Figure 1. Clock wiring as the flow saved it (run 1).
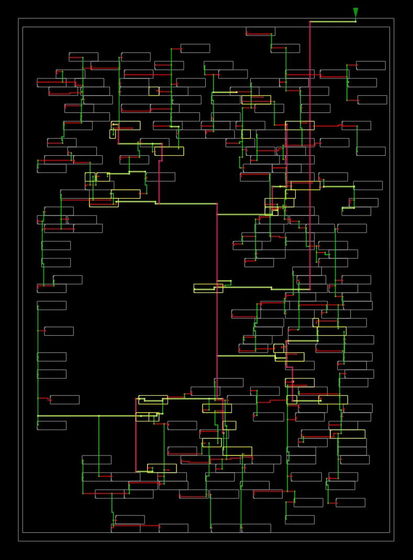
Figure 2. Sequential cells grouped by signal name (run 1).
Drawn at 2 px/µm. Other sequential cells in the stronger gray, the rest of the logic in the fainter gray.
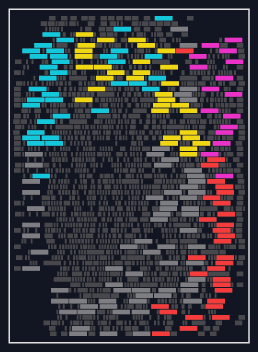
Figure 3. Signal wires on met2 (run 1).
Drawn at 2 px/µm.
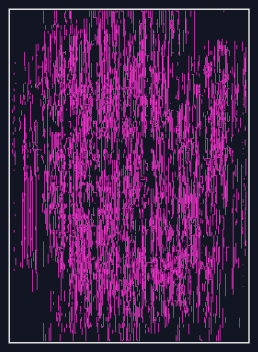
<file path="src/rtl/legv8_pkg.sv">
// Shared LEGv8 mnemonic codes, opcode fields and encoder FSM states (also used by the control decoder).
// Latency: none (constants and types only).
// Backpressure: not applicable.
package legv8_pkg;

  typedef enum logic [3:0] {
    MN_B    = 4'd0,
    MN_BL   = 4'd1,
    MN_BLT  = 4'd2,
    MN_CBZ  = 4'd3,
    MN_ADDS = 4'd4,
    MN_SUBS = 4'd5,
    MN_BR   = 4'd6,
    MN_ADDI = 4'd7,
    MN_LDUR = 4'd8,
    MN_STUR = 4'd9
  } mnem_t;

  localparam logic [5:0]  OPC_B    = 6'b000101;
  localparam logic [5:0]  OPC_BL   = 6'b100101;
  localparam logic [7:0]  OPC_BLT  = 8'b01010100;
  localparam logic [7:0]  OPC_CBZ  = 8'b10110100;
  localparam logic [10:0] OPC_ADDS = 11'b10101011000;
  localparam logic [10:0] OPC_SUBS = 11'b11101011000;
  localparam logic [10:0] OPC_BR   = 11'b11010110000;
  localparam logic [9:0]  OPC_ADDI = 10'b1001000100;
  localparam logic [10:0] OPC_LDUR = 11'b11111000010;
  localparam logic [10:0] OPC_STUR = 11'b11111000000;

  localparam logic [4:0]  COND_LT  = 5'b01011;
  // ADDI X31,X31,#0
  localparam logic [31:0] NOP_WORD = 32'h910003FF;

  typedef enum logic [1:0] {
    S_IDLE = 2'd0,
    S_ENC  = 2'd1,
    S_WR   = 2'd2
  } enc_state_t;

  typedef struct packed {
    logic [3:0]  mnem;
    logic [4:0]  rd;
    logic [4:0]  rn;
    logic [4:0]  rm;
    logic [15:0] imm;
  } req_t;

  // True when a 16-bit signed value lies in [-256, 255].
  function automatic logic fits_simm9(input logic [15:0] v);
    return (v[15:8] == 8'h00) || (v[15:8] == 8'hFF);
  endfunction

endpackage

</file>
<file path="src/rtl/legv8_branch_offset.sv">
// Combinational pc/target to word-offset converter with signed-range and alignment flags.
// Latency: combinational, zero cycles.
// Backpressure: not applicable. ADDR_W must be at least 27.
module legv8_branch_offset #(
  parameter int ADDR_W = 32
) (
  input  logic [ADDR_W-1:0] pc,
  input  logic [ADDR_W-1:0] target,
  output logic [25:0]       off26,
  output logic              fits19,
  output logic              fits26,
  output logic              misaligned
);

  logic [ADDR_W-1:0] diff;
  logic [ADDR_W-1:0] sh;

  // Difference is taken modulo 2^ADDR_W so wrapped programs still reach their targets.
  assign diff = target - pc;
  assign sh   = $unsigned($signed(diff) >>> 2);

  assign off26      = sh[25:0];
  assign fits19     = (&sh[ADDR_W-1:18]) || !(|sh[ADDR_W-1:18]);
  assign fits26     = (&sh[ADDR_W-1:25]) || !(|sh[ADDR_W-1:25]);
  assign misaligned = |target[1:0];

endmodule

</file>
<file path="src/rtl/legv8_instr_encoder.sv">
// Encodes symbolic LEGv8 requests into machine words and writes them sequentially to imem.
// Latency: request accepted at edge N drives wr_en from cycle N+2; one word per 3 cycles best case.
// Backpressure: in_ready low outside IDLE; WR holds wr_addr/wr_data until wr_ready.
// Build option ENCODER_NOP_FILL_EN: rejected requests write NOP_WORD instead of being dropped.
module legv8_instr_encoder #(
  parameter int                ADDR_W    = 32,
  parameter logic [ADDR_W-1:0] BASE_ADDR = '0
) (
  input  logic              clk,
  input  logic              reset,
  input  logic              restart,
  input  logic              in_valid,
  output logic              in_ready,
  input  logic [3:0]        mnem,
  input  logic [4:0]        rd,
  input  logic [4:0]        rn,
  input  logic [4:0]        rm,
  input  logic [15:0]       imm,
  input  logic [ADDR_W-1:0] target,
  output logic              wr_en,
  input  logic              wr_ready,
  output logic [ADDR_W-1:0] wr_addr,
  output logic [31:0]       wr_data,
  output logic              err,
  output logic              err_sticky,
  output logic [15:0]       count
);

  import legv8_pkg::*;

  enc_state_t        state_q, state_d;
  logic              rst_done_q;
  req_t              req_q;
  logic [ADDR_W-1:0] tgt_q;
  logic [ADDR_W-1:0] pc_q;
  logic [31:0]       enc_word;
  logic              enc_err;
  logic [25:0]       off26;
  logic              fits19, fits26, misaligned;

  legv8_branch_offset #(.ADDR_W(ADDR_W)) u_branch_offset (
    .pc         (pc_q),
    .target     (tgt_q),
    .off26      (off26),
    .fits19     (fits19),
    .fits26     (fits26),
    .misaligned (misaligned)
  );

  always_comb begin
    enc_word = '0;
    enc_err  = 1'b0;
    case (req_q.mnem)
      MN_B: begin
        enc_word = {OPC_B, off26};
        enc_err  = misaligned || !fits26;
      end
      MN_BL: begin
        enc_word = {OPC_BL, off26};
        enc_err  = misaligned || !fits26;
      end
      MN_BLT: begin
        enc_word = {OPC_BLT, off26[18:0], COND_LT};
        enc_err  = misaligned || !fits19;
      end
      MN_CBZ: begin
        enc_word = {OPC_CBZ, off26[18:0], req_q.rd};
        enc_err  = misaligned || !fits19;
      end
      MN_ADDS: enc_word = {OPC_ADDS, req_q.rm, 6'd0, req_q.rn, req_q.rd};
      MN_SUBS: enc_word = {OPC_SUBS, req_q.rm, 6'd0, req_q.rn, req_q.rd};
      MN_BR:   enc_word = {OPC_BR, 5'd0, 6'd0, req_q.rn, 5'd0};
      MN_ADDI: begin
        enc_word = {OPC_ADDI, req_q.imm[11:0], req_q.rn, req_q.rd};
        enc_err  = |req_q.imm[15:12];
      end
      MN_LDUR: begin
        enc_word = {OPC_LDUR, req_q.imm[8:0], 2'b00, req_q.rn, req_q.rd};
        enc_err  = !fits_simm9(req_q.imm);
      end
      MN_STUR: begin
        enc_word = {OPC_STUR, req_q.imm[8:0], 2'b00, req_q.rn, req_q.rd};
        enc_err  = !fits_simm9(req_q.imm);
      end
      default: enc_err = 1'b1;
    endcase
  end

  always_ff @(posedge clk or negedge reset) begin
    if (!reset) state_q <= S_IDLE;
    else        state_q <= state_d;
  end

  always_comb begin
    state_d  = state_q;
    in_ready = 1'b0;
    wr_en    = 1'b0;
    case (state_q)
      S_IDLE: begin
        in_ready = rst_done_q;
        if (in_valid && rst_done_q) state_d = S_ENC;
      end
      S_ENC: begin
`ifdef ENCODER_NOP_FILL_EN
        state_d = S_WR;
`else
        state_d = enc_err ? S_IDLE : S_WR;
`endif
      end
      S_WR: begin
        wr_en = 1'b1;
        if (wr_ready) state_d = S_IDLE;
      end
      default: state_d = S_IDLE;
    endcase
  end

  always_ff @(posedge clk or negedge reset) begin
    if (!reset) begin
      rst_done_q <= 1'b0;
      req_q      <= '0;
      tgt_q      <= '0;
      pc_q       <= BASE_ADDR;
      wr_addr    <= BASE_ADDR;
      wr_data    <= '0;
      err        <= 1'b0;
      err_sticky <= 1'b0;
      count      <= '0;
    end else begin
      rst_done_q <= 1'b1;
      err        <= 1'b0;
      case (state_q)
        S_IDLE: begin
          if (restart) begin
            pc_q       <= BASE_ADDR;
            count      <= '0;
            err_sticky <= 1'b0;
          end
          if (in_valid && in_ready) begin
            req_q <= '{mnem: mnem, rd: rd, rn: rn, rm: rm, imm: imm};
            tgt_q <= target;
          end
        end
        S_ENC: begin
          if (enc_err) begin
            err        <= 1'b1;
            err_sticky <= 1'b1;
`ifdef ENCODER_NOP_FILL_EN
            wr_addr    <= pc_q;
            wr_data    <= NOP_WORD;
`endif
          end else begin
            wr_addr <= pc_q;
            wr_data <= enc_word;
          end
        end
        S_WR: begin
          if (wr_ready) begin
            pc_q <= pc_q + ADDR_W'(4);
            if (count != 16'hFFFF) count <= count + 16'd1;
          end
        end
        default: ;
      endcase
    end
  end

endmodule

</file>
<file path="config.mk">
export PLATFORM = sky130hd
export DESIGN_NAME = legv8_instr_encoder
export DESIGN_NICKNAME = d
export VERILOG_FILES = /design/src/rtl/legv8_pkg.sv /design/src/rtl/legv8_branch_offset.sv /design/src/rtl/legv8_instr_encoder.sv
export SDC_FILE = /design/constraint.sdc
export NUM_CORES = 1
export LEC_CHECK = 0
export ABC_AREA = 1
export CORE_ASPECT_RATIO = 1.4
export CORE_UTILIZATION = 56
export DETAILED_ROUTE_END_ITERATION = 8
export GPL_ROUTABILITY_DRIVEN = 0
export PLACE_DENSITY = 0.85
export SETUP_SLACK_MARGIN = 0.05
export SLEW_MARGIN = 20
export SYNTH_ARGS = -nofsm -noshare
export SYNTH_HDL_FRONTEND = slang
export SYNTH_SLANG_ARGS = --single-unit
export TNS_END_PERCENT = 50
</file>
<file path="constraint.sdc">
create_clock -name clk -period 3.6 [get_ports clk]
set_input_delay 0.36 -clock clk [delete_from_list [all_inputs] [get_ports clk]]
set_output_delay 0.36 -clock clk [all_outputs]
set_load 0.02 [all_outputs]
</file>
==> flow_summary.rst, run 1 <==
Flow metrics
------------

.. list-table::
   :header-rows: 1

   * - Metric
     - Value
   * - Final Instance Area
     - 13210 µm²
   * - Area share, top type
     - 41.89%
   * - Count of boundary I/O pins
     - 156
   * - Share of the clock period used by the worst path after layout
     - 92.98%
   * - Setup violators final
     - 0
   * - Final core occ
     - 70.74%
   * - Setup slack after placement
     - 270.1 ps
   * - Flip-flops with a built-in enable
     - 0
   * - Peak VDD IR
     - 0.3581 mV
   * - Area of the synthesized netlist per yosys stat
     - 10750 µm²
   * - Post-layout min period
     - 3347 ps
   * - Leak
     - 6.734 nW
   * - Wire per inst
     - 16.07 µm
   * - Synth Area in XOR/XNOR
     - 1.629%
   * - Maximum number of pins on one net before global-route repair
     - 89
   * - Slew at the pin with the worst max-slew slack
     - 849.4 ps
   * - Number of buffers between clock root and the deepest sink
     - 2
   * - CP Max Fanout
     - 63
   * - Number of warning messages in the yosys log
     - 0
   * - Routed met2 length
     - 15.33 mm
   * - Number of design-rule violations left by the first detailed-router iteration
     - 1066
   * - Vias
     - 10.93k
   * - Dominant combinational family
     - simple AND/OR/NAND/NOR gates
   * - Starting density of the core
     - 57.57%
   * - Number of CTS-inserted buffers
     - 17
   * - Die area
     - 19770 µm²
   * - Detailed-route vias per instance
     - 5.652
   * - Layout-stage area growth over the synthesis result
     - 22.88%
   * - Met3 layer wire length in the routed design
     - 2.231 mm
   * - Number of global-route vias before repair
     - 10.41k
   * - Final TNS setup
     - 0 ps
   * - TritonCTS clock tree
     - done
   * - Count of standard-cell rows
     - 59
   * - DRC violations left
     - 0
   * - MUX area fraction
     - 0%
   * - Die Height
     - 166.0 µm
   * - Data arrival time of the critical path
     - 3670 ps
   * - Normalized max-slew margin
     - 43.16%
   * - Post-synthesis sequential area ratio
     - 41.89%
   * - 1st-pass router iterations
     - 5
   * - Post-synthesis adder-cell area fraction
     - 3.607%
   * - Total routed wirelength
     - 31.06 mm
   * - Fraction of final layout cells sized beyond drive strength 1
     - 6.572%
   * - CP Cell Sequence
     - inv_1 -> ha_1 -> nand2_1 -> nor2_2 -> nand2_1 -> nor2_1 -> nand2_1 -> nand2_1 -> nand2_1 -> nand2_1 -> nand2_1 -> o21ai_1 -> nand2_1 -> nand2_1 -> nand3_2 -> nand2_8 -> nand3_4 -> buf_12 -> nand2_1 -> nand2_1
   * - Data required, critical path
     - 3930 ps
   * - Distinct cell type count of the synthesized netlist
     - 46
   * - Dominant cell type by count on the critical path
     - sky130_fd_sc_hd__nand2_1
   * - Top cell type by total area after synthesis
     - sky130_fd_sc_hd__dfrtp_1
   * - Result of the run
     - finished clean
   * - Residual overflow from global routing
     - 0
   * - Most instantiated library cell after synthesis
     - sky130_fd_sc_hd__nand2_1
Back to the opening pictures, Figure 1:
Latency at later pin: 450 ps
Post-Route Skew: 9.341 ps
# clk buffers: 17
Clock Sink Count: 180

Back to the opening pictures, Figure 2:
- cyan: req_q (placed flops 35)
- yellow: wr_data (placed flops 32)
- red: wr_addr (placed flops 30)
- magenta: count (placed flops 16; where upper right)

Back to the opening pictures, Figure 3:
- wire length on this layer: 15300 µm
- main direction: vertical
- share of all routed wire: 49%

## run 1: layout make-up
type	count	area, µm²	share of cell area (%)
clock buffer	17	425.4	3.220
multi-input combinational	1104	5364	40.60
timing repair buffer	166	1670	12.64
inverter	207	777.0	5.881
sequential	180	4509	34.13
clock inverter	15	161.4	1.222
tap	244	305.3	2.311
## run 1: where the power goes
group          total, mW  internal [mW]  switching (mW)
Sequential          2.93           2.53           0.404
Combinational       5.46           1.85            3.60
Clock               1.87          0.986           0.883
Total               10.3           5.37            4.89
## run 1: path summary, 6_finish.rpt
kind                       slack [ps]  cells after the start        start          end
max                               250                     20     pc_q[13]  wr_addr[11]
min in group clk                  440                      3      imm[13]    req_q[13]
min reg2reg                       470                      2  wr_addr[14]  wr_addr[14]
max in group asynchronous        2240                      3        reset     req_q[0]
min                               430                      2        reset  wr_addr[18]
max reg2reg                       250                     20     pc_q[13]  wr_addr[11]
## run 1: sequential cells by signal, indices dropped and copies added (netlist names)
signal	flops
err_sticky	1
wr_data	32
err	1
rst_done_q	1
req_q	35
count	16
pc_q	30
wr_addr	30
state_q	2
tgt_q	32
## run 1: per-layer routing
layer  global-route usage [%]  vias to the layer above
met5                        0                        -
met4                    19.10                        0
met3                    4.670                      154
met2                    55.08                      587
met1                    38.48                     5037
li1                         -                     5148
## run 1: worst max-delay path: cells and delay by family (launching register included)
family | cells | cell delay, ps
buffers and inverters | 2 | 340
and+or+nand+nor | 16 | 1910
AOI/OAI and AO/OA | 1 | 110
DFF | 1 | 440
adders and majority gates | 1 | 400
## run 1: per-stage QoR
step | cells | power (mW) | hold WS, ps
after floorplan | 1537 | 6.438 | 64.41
after global placement | 1899 | 7.944 | 332.6
after detailed placement | 1899 | 8.090 | 331.8
after CTS | 1932 | 9.991 | 435.7
after global routing | 1933 | 10.98 | 450.8
final | 1933 | 10.26 | 427.0
## run 1: cell families (layout without fill, tap and decap cells)
| group | count (synthesis) | after routing |
|---|---|---|
| buffers and inverters | 254 | 405 |
| other | 2 | 3 |
| and+or+nand+nor | 916 | 917 |
| AOI/OAI and AO/OA | 133 | 133 |
| DFF | 180 | 180 |
| xor gates and xnor gates | 20 | 20 |
| adders and majority gates | 31 | 31 |
## run 1: repair_timing
action,CTS,global route
endpoints found under the hold margin,49,0
gates resized,0,29
setup endpoints to repair,0,65
hold buffers,1,0
==> run 2, diff against run 1 <==
- CELL_PAD_IN_SITES_DETAIL_PLACEMENT: not set -> 2
- CELL_PAD_IN_SITES_GLOBAL_PLACEMENT: not set -> 2
- CORE_UTILIZATION: 56 -> 31
- PLACE_DENSITY: 0.85 -> 0.84
- TNS_END_PERCENT: 50 -> not set
Figure 4. Clock wiring as the flow saved it (run 2).
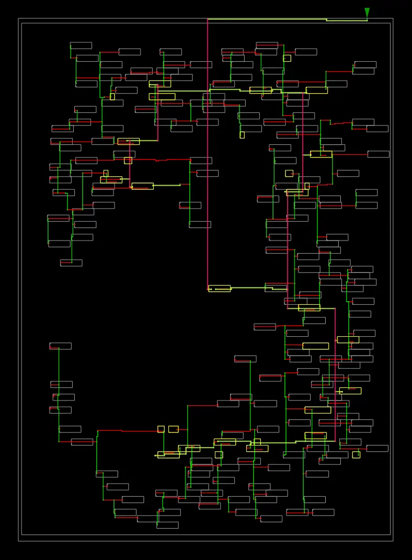
Post-Route Skew: 13.55 ps
power dissipated in the clock network: 1.98 mW
number of CTS-inserted buffers: 17
Latency at later pin: 460 ps

Figure 5. Floorplan with the power grid (run 2).
Drawn at 1.5 px/µm. Pins as bars on the die edge.
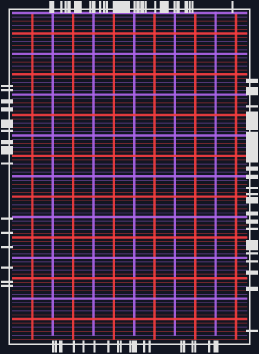
- purple: VDD
- red: VSS
- signal pins: 156
- met4 straps: 11
- rows: 80

==> run 2 against run 1 <==
- via count rose by 0.48%
- non-clock buffer count rose by 13
- global-route usage fell by 7.8 points
- critical path depth rose by 1
- die size rose by 79%
- clock-buffer cell count did not move
- combinational power rose by 8.6%
- flip-flop count did not move
- highest routed layer unchanged
==> flow_summary.rst, run 2 <==
Flow metrics
------------

.. list-table::
   :header-rows: 1

   * - Metric
     - Value
   * - CP Cell Sequence
     - inv_1 -> ha_1 -> nand2_1 -> nor2_2 -> inv_1 -> nor3_2 -> and2_1 -> nand2_1 -> nand2_1 -> nand2_1 -> nand2_1 -> nand2_1 -> o21ai_1 -> nand2_1 -> nand2_1 -> nand3_2 -> nand2_4 -> nand3_4 -> buf_8 -> nand2_1 -> nand2_1
   * - Most flop-heavy register
     - req_q
   * - Total Power
     - 10.87 mW (+5.9%)
   * - Floorplan Core Area
     - 34130 µm²
   * - Layout-stage area growth over the synthesis result
     - 26.50%
   * - Clock Sink Count
     - 180 (unchanged)
   * - Count of boundary I/O pins
     - 156 (unchanged)
   * - Delay of the slowest critical-path stage
     - 470 ps
   * - Area of the synthesized netlist per yosys stat
     - 10750 µm² (unchanged)
   * - Critical path buffer and inverter count
     - 3 (+1)
   * - Data required, critical path
     - 3930 ps (about the same)
   * - Number of warning messages in the yosys log
     - 0 (unchanged)
   * - Distinct cell type count of the synthesized netlist
     - 46 (unchanged)
   * - Post-synthesis sequential area ratio
     - 41.89% (unchanged)
   * - Half-perimeter wire length of the detailed placement result
     - 32.39 mm
   * - 1st-pass router iterations
     - 4 (-1)
   * - Residual overflow from global routing
     - 0 (unchanged)
   * - Dominant cell type by count on the critical path
     - sky130_fd_sc_hd__nand2_1
   * - Largest delay contributor family on the critical path
     - simple AND/OR/NAND/NOR gates
   * - Area share, top type
     - 41.89% (unchanged)
   * - Number of design-rule violations left by the first detailed-router iteration
     - 419 (-61%)
   * - Fraction of final layout cells sized beyond drive strength 1
     - 7.937% (+1.4 points)
   * - DRC violations left
     - 0 (unchanged)
   * - Normalized max-slew margin
     - 42.99% (-0.17 points)
   * - Smallest hold slack
     - 434.5 ps (+7.501 ps)
   * - Maximum number of pins on one net before global-route repair
     - 77 (-13%)
   * - Starting density of the core
     - 31.50% (-26 points)
   * - Largest registers
     - req_q (35), tgt_q (32), wr_data (32)
   * - Count of standard-cell rows
     - 80 (+36%)
   * - Flip-flops with a built-in enable
     - 0 (unchanged)
   * - Result of the run
     - finished clean
   * - Slew at the pin with the worst max-slew slack
     - 852.4 ps (+2.912 ps)
   * - Vias
     - 10.98k (+0.48%)
   * - Final TNS setup
     - 0 ps (unchanged)
   * - CP Max Fanout
     - 28 (-56%)
   * - Die area
     - 35450 µm² (+79%)
   * - Post-layout min period
     - 3416 ps (+68.35 ps)
   * - Most instantiated library cell after synthesis
     - sky130_fd_sc_hd__nand2_1
   * - Final Instance Area
     - 13600 µm² (+2.9%)
   * - Number of buffers between clock root and the deepest sink
     - 2 (unchanged)
   * - Top cell type by total area after synthesis
     - sky130_fd_sc_hd__dfrtp_1
   * - Total routed wirelength
     - 42.35 mm (+36%)
   * - Wire per inst
     - 19.68 µm (+22%)
   * - Share of the clock period used by the worst path after layout
     - 94.88% (+1.9 points)
   * - Flip-flop count of the largest register after layout
     - 35 (unchanged)
   * - Detailed-route vias per instance
     - 5.101 (-9.7%)
   * - Leak
     - 6.813 nW (+1.2%)
   * - Data arrival time of the critical path
     - 3750 ps (+80 ps)
Figure 6. Sequential cells grouped by signal name (run 2).
Drawn at 1.5 px/µm. Other sequential cells in the stronger gray, the rest of the logic in the fainter gray.
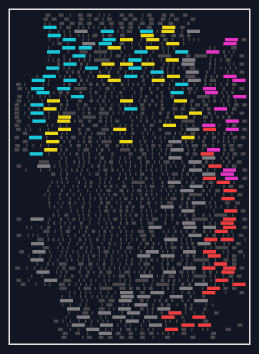
- red: wr_addr (placed flops 30)
- magenta: count (placed flops 16)
- yellow: wr_data (placed flops 32)
- cyan: req_q (placed flops 35)

-- run 2: repair_timing --
action                                 CTS  global route
resized                                 10            32
endpoints found under the hold margin   73             0
buffers inserted                         0             3
setup endpoints to repair               64            65
hold buffers                             1             0
-- run 2: layout make-up --
| class | count | area [µm²] | share of cell area, % |
|---|---|---|---|
| clock buffers | 17 | 425.4 | 3.128 |
| clock inverters | 15 | 180.2 | 1.325 |
| inverters | 207 | 777.0 | 5.712 |
| multi-input cells | 1103 | 5340 | 39.26 |
| flip-flops and latches | 180 | 4511 | 33.16 |
| well taps | 451 | 564.3 | 4.149 |
| repair buffers | 179 | 1804 | 13.26 |
-- run 2: power by group --
group	internal [mW]	switching (mW)
logic	1.93	4.00
clock network	1.10	0.885
registers	2.53	0.425
total	5.55	5.31
-- run 2: per-layer routing --
| metal | GRT usage [%] | wire length [µm] | part of all wire [%] | up-vias |
|---|---|---|---|---|
| met5 | 0 | 0 | 0 | - |
| met4 | 9.429 | 1187 | 2.8 | 0 |
| met3 | 3.248 | 1097 | 2.6 | 67 |
| met2 | 47.09 | 23200 | 55 | 203 |
| met1 | 26.93 | 16870 | 40 | 5541 |
| li1 | - | - | - | 5167 |
-- run 2: final timing paths --
| check | slack, ps | end | startpoint | depth (start not counted) |
|---|---|---|---|---|
| worst min register to register | 480 | wr_addr[20] | wr_addr[20] | 2 |
| worst max-delay path | 180 | wr_data[25] | pc_q[23] | 21 |
| worst max register to register | 180 | wr_data[25] | pc_q[23] | 21 |
| worst min-delay path | 430 | tgt_q[20] | target[20] | 3 |
| max in group asynchronous | 2060 | count[4] | reset | 3 |
| min in group asynchronous | 500 | wr_addr[16] | reset | 2 |
-- run 2: tightest hold or removal path, cell delays in order --
cell	delay, ps
sky130_fd_sc_hd__clkdlybuf4s50_1	400
sky130_fd_sc_hd__nand2_1	70
sky130_fd_sc_hd__nand2_1	40
-- run 2: kinds of logic (layout without fill, tap and decap cells) --
kind of cell	Yosys count	count (layout)	synth area share, %
XOR/XNOR	20	20	1.629
adder cells (fa/ha/maj)	31	31	3.607
flip-flops	180	180	41.89
AND-OR/OR-AND	133	133	7.261
other	2	3	0.06984
AND/OR/NAND/NOR	916	916	36.12
buffers and inverters	254	418	9.425
-- run 2: per-stage QoR --
stage / utilization (%) / worst slack, ps / instances
6_report: 39.85 / 184.3 / 2152
3_5_place_dp: 37.68 / -77.70 / 2116
4_1_cts: 39.57 / 102.4 / 2149
2_1_floorplan: - / 996.0 / 1537
5_1_grt: 39.85 / -2.023 / 2152
3_3_place_gp: 37.68 / 140.5 / 2116
==> run 3, diff against run 2 <==
--- a/config.mk
+++ b/config.mk
@@ -9,9 +9,10 @@
 export CELL_PAD_IN_SITES_DETAIL_PLACEMENT = 2
 export CELL_PAD_IN_SITES_GLOBAL_PLACEMENT = 2
-export CORE_ASPECT_RATIO = 1.4
+export CORE_ASPECT_RATIO = 1.25
 export CORE_UTILIZATION = 31
 export DETAILED_ROUTE_END_ITERATION = 8
 export GPL_ROUTABILITY_DRIVEN = 0
 export PLACE_DENSITY = 0.84
+export RECOVER_POWER = 50
 export SETUP_SLACK_MARGIN = 0.05
 export SLEW_MARGIN = 20
==> constraint.sdc (replaced) <==
create_clock -name clk -period 3.6 [get_ports clk]
set_input_delay 0.72 -clock clk [delete_from_list [all_inputs] [get_ports clk]]
set_output_delay 0.72 -clock clk [all_outputs]
set_load 0.02 [all_outputs]
Figure 7. Sequential cells grouped by signal name (run 3).
Drawn at 2 px/µm. Other sequential cells in the stronger gray, the rest of the logic in the fainter gray.
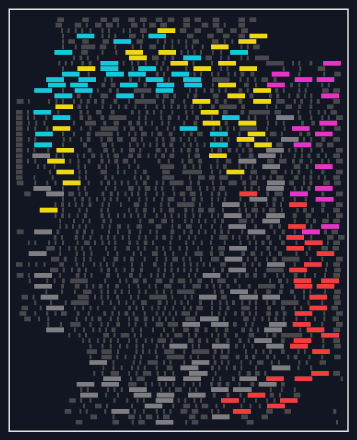
- red: wr_addr (placed flops 30)
- yellow: wr_data (placed flops 32)
- magenta: count (placed flops 16)
- cyan: req_q (placed flops 35)
- not colored: 67

Figure 8. Clock wiring as the flow saved it (run 3).
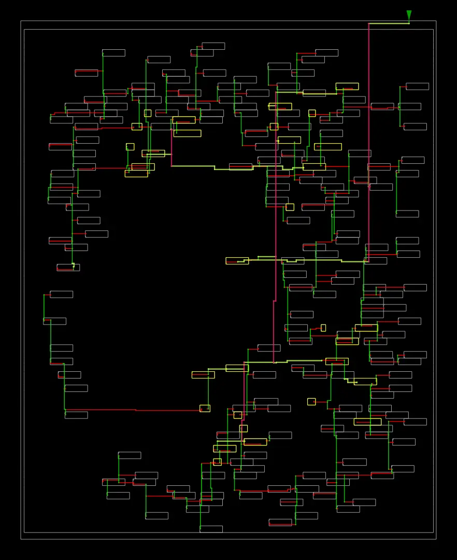
power dissipated in the clock network: 2.01 mW
Seq Cell Count: 180
Latency at later pin: 450 ps

==> run 3 against run 2 <==
- sequential power is essentially flat
- first-iteration DRC count grew 32%
- cell count grew 0.14%
- clock power is essentially flat
- utilization grew 0.13 points
- non-clock buffer count shrank 8
- critical endpoint is now wr_data[7]
- combinational power shrank 2%
- design area shrank 0.43%
- the flow now finishes with violations (max-capacitance violations, max-slew violations)
==> flow_summary.rst, run 3 <==
Flow metrics
------------

.. list-table::
   :header-rows: 1

   * - Metric
     - Value
   * - Result of the run
     - finished, violations left
   * - Violations in the final reports
     - max-capacitance violations, max-slew violations
   * - Logic area
     - 5344 µm² (about the same)
   * - Floorplan Core Area
     - 33880 µm² (-0.75%)
   * - Largest registers
     - req_q (35), tgt_q (32), wr_data (32)
   * - CP Cell Sequence
     - inv_1 -> ha_1 -> nand2_1 -> nor2_2 -> nand2_1 -> nand3_1 -> nand2_1 -> nand3_1 -> nand2_1 -> nand2_1 -> nand2_1 -> nor2_1 -> nand3_1 -> nand3_1 -> nand3_2 -> nand2_4 -> nand3_4 -> buf_12 -> nand2_1 -> nand2_1
   * - Post-synthesis sequential area ratio
     - 41.89% (unchanged)
   * - Critical path buffer and inverter count
     - 2 (-1)
   * - Total Power
     - 10.78 mW (-0.78%)
   * - Post-layout min period
     - 3343 ps (-72.60 ps)
   * - Leak
     - 6.758 nW (-0.81%)
   * - Number of design-rule violations left by the first detailed-router iteration
     - 553 (+32%)
   * - Share of the clock period used by the worst path after layout
     - 92.86% (-2.0 points)
   * - Final Instance Area
     - 13540 µm² (-0.43%)
   * - Post-Route Skew
     - 10.39 ps (-3.156 ps)
   * - Die area
     - 35440 µm² (about the same)
   * - Maximum number of pins on one net before global-route repair
     - 89 (+16%)
   * - Fraction of final layout cells sized beyond drive strength 1
     - 6.734% (-1.2 points)
   * - Number of warning messages in the yosys log
     - 0 (unchanged)
   * - Count of standard-cell rows
     - 75 (-6.3%)
   * - Top cell type by total area after synthesis
     - sky130_fd_sc_hd__dfrtp_1
   * - Number of buffers between clock root and the deepest sink
     - 2 (unchanged)
   * - Smallest hold slack
     - 474.4 ps (+39.94 ps)
   * - Delay of the slowest critical-path stage
     - 440 ps (-30 ps)
   * - Most instantiated library cell after synthesis
     - sky130_fd_sc_hd__nand2_1
   * - Flip-flop count of the largest register after layout
     - 35 (unchanged)
   * - Distinct cell type count of the synthesized netlist
     - 46 (unchanged)
   * - MaxCap Viol Count
     - 1
   * - Total routed wirelength
     - 41.59 mm (-1.8%)
   * - Flip-flops with a built-in enable
     - 0 (unchanged)
   * - Detailed-route vias per instance
     - 5.077 (-0.47%)
   * - Dominant cell type by count on the critical path
     - sky130_fd_sc_hd__nand2_1
   * - Data arrival time of the critical path
     - 3670 ps (-80 ps)
   * - Count of boundary I/O pins
     - 156 (unchanged)
   * - Placed cell count
     - 2122 (+0.28%)
   * - Largest delay contributor family on the critical path
     - simple AND/OR/NAND/NOR gates
   * - Half-perimeter wire length of the detailed placement result
     - 31.83 mm (-1.7%)
   * - Max-slew violations
     - 88
   * - Met3 layer wire length in the routed design
     - 1.015 mm (-7.5%)
   * - Data required, critical path
     - 3930 ps (about the same)
   * - Layout-stage area growth over the synthesis result
     - 25.95%
   * - Residual overflow from global routing
     - 0 (unchanged)
   * - Normalized max-slew margin
     - -62.18% (-110 points)
   * - CP Max Fanout
     - 63 (+130%)
   * - DRC violations left
     - 0 (unchanged)
   * - 1st-pass router iterations
     - 4 (unchanged)
   * - Area of the synthesized netlist per yosys stat
     - 10750 µm² (unchanged)
   * - Final TNS setup
     - 0 ps (unchanged)
   * - Routed met2 length
     - 22.30 mm (-3.9%)
   * - Most flop-heavy register
     - req_q
   * - Non-filler instance count after layout
     - 2155 (+0.14%)
Figure 9. Cell area per tile (run 3).
Drawn at 2 px/µm. 17 x 21 tiles, from black (low) to pale yellow (high), 0 to 100% covered.
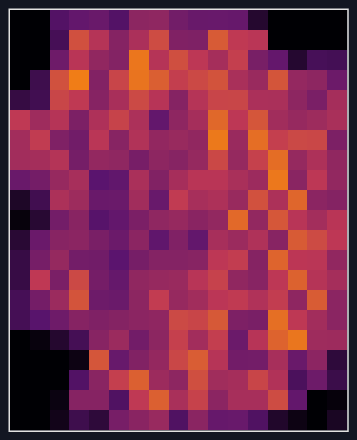
- nearly empty tiles: 8.4%
- mean over tiles: 37%
- emptiest ninth of the die: lower left
- fullest tile: 71%

==> run 3: cell types whose count changed in the layout (fill, tap and decap cells not counted), moves of 3 or more <==
| cell | previous run | this run |
|---|---|---|
| sky130_fd_sc_hd__clkbuf_1 | 0 | 5 |
| sky130_fd_sc_hd__nand2_2 | 11 | 3 |
| sky130_fd_sc_hd__inv_1 | 192 | 196 |
| sky130_fd_sc_hd__clkinv_2 | 4 | 1 |
| sky130_fd_sc_hd__buf_4 | 18 | 8 |
| sky130_fd_sc_hd__nor2_2 | 19 | 14 |
| sky130_fd_sc_hd__ha_2 | 3 | 8 |
| sky130_fd_sc_hd__inv_2 | 13 | 9 |
| sky130_fd_sc_hd__nor2_1 | 82 | 87 |
| sky130_fd_sc_hd__ha_1 | 28 | 21 |
| sky130_fd_sc_hd__nand2_1 | 636 | 644 |
==> run 3: layout make-up <==
cell class                      count  share of cell area [%]
Clock buffer                       17                   3.141
Clock inverter                     15                   1.432
Inverter                          207                   5.737
Multi-Input combinational cell   1103                   39.46
Sequential cell                   180                   33.31
Tap cell                          462                   4.268
Timing Repair Buffer              171                   12.65
==> run 3: cell families (layout without fill, tap and decap cells) <==
kind of cell,Yosys count,in the layout,share of synthesized area [%]
compound gates,133,133,7.261
xor+xnor,20,20,1.629
fa+ha+maj,31,31,3.607
buf+inv,254,410,9.425
flops,180,180,41.89
other cells,2,3,0.06984
simple gates,916,916,36.12
==> run 3: worst reg2reg max path: cells and delay by family, from the launching register on <==
kind                       cells  cell delay [ps]
DFF                            1              440
and+or+nand+nor               17             2000
adders and majority gates      1              410
buffers and inverters          2              370
==> run 3: report_power, final <==
| group | total, mW | leakage, nW | internal, mW | switching (mW) |
|---|---|---|---|---|
| registers | 2.94 | 2.36 | 2.53 | 0.417 |
| clock network | 2.01 | 0.299 | 1.11 | 0.899 |
| logic | 5.82 | 4.10 | 1.89 | 3.93 |
| total | 10.8 | 6.76 | 5.53 | 5.25 |
==> run 3: worst paths after layout <==
check,start,endpoint,slack (ps),cells past startpoint
worst max-delay path,pc_q[7],wr_data[7],260,20
worst min-delay path,wr_addr[15],wr_addr[15],470,2
worst max register to register,pc_q[7],wr_data[7],260,20
worst min register to register,wr_addr[15],wr_addr[15],470,2
max in group asynchronous,reset,req_q[3],850,2
min in group asynchronous,reset,wr_addr[20],1030,1
==> run 3: layer usage <==
layer / vias up / global-route usage [%]
li1: 5163 / -
met1: 5499 / 27.99
met2: 214 / 45.41
met3: 66 / 2.741
met4: 0 / 8.871
met5: - / 0
==> run 3: stage by stage <==
stage               setup slack [ps]  util [%]
floorplan                      996.0         -
global placement               315.6     37.89
detailed placement             142.0     37.89
CTS                            109.9     39.72
global route                   17.84     39.98
finish                         256.9     39.98
==> run 3: what timing repair did <==
item / CTS / global route
setup buffers: 0 / 1
hold buffers: 0 / 0
endpoints found under the setup margin: 0 / 65
gates resized: 0 / 39
Power is estimated from default activity; no workload was simulated.
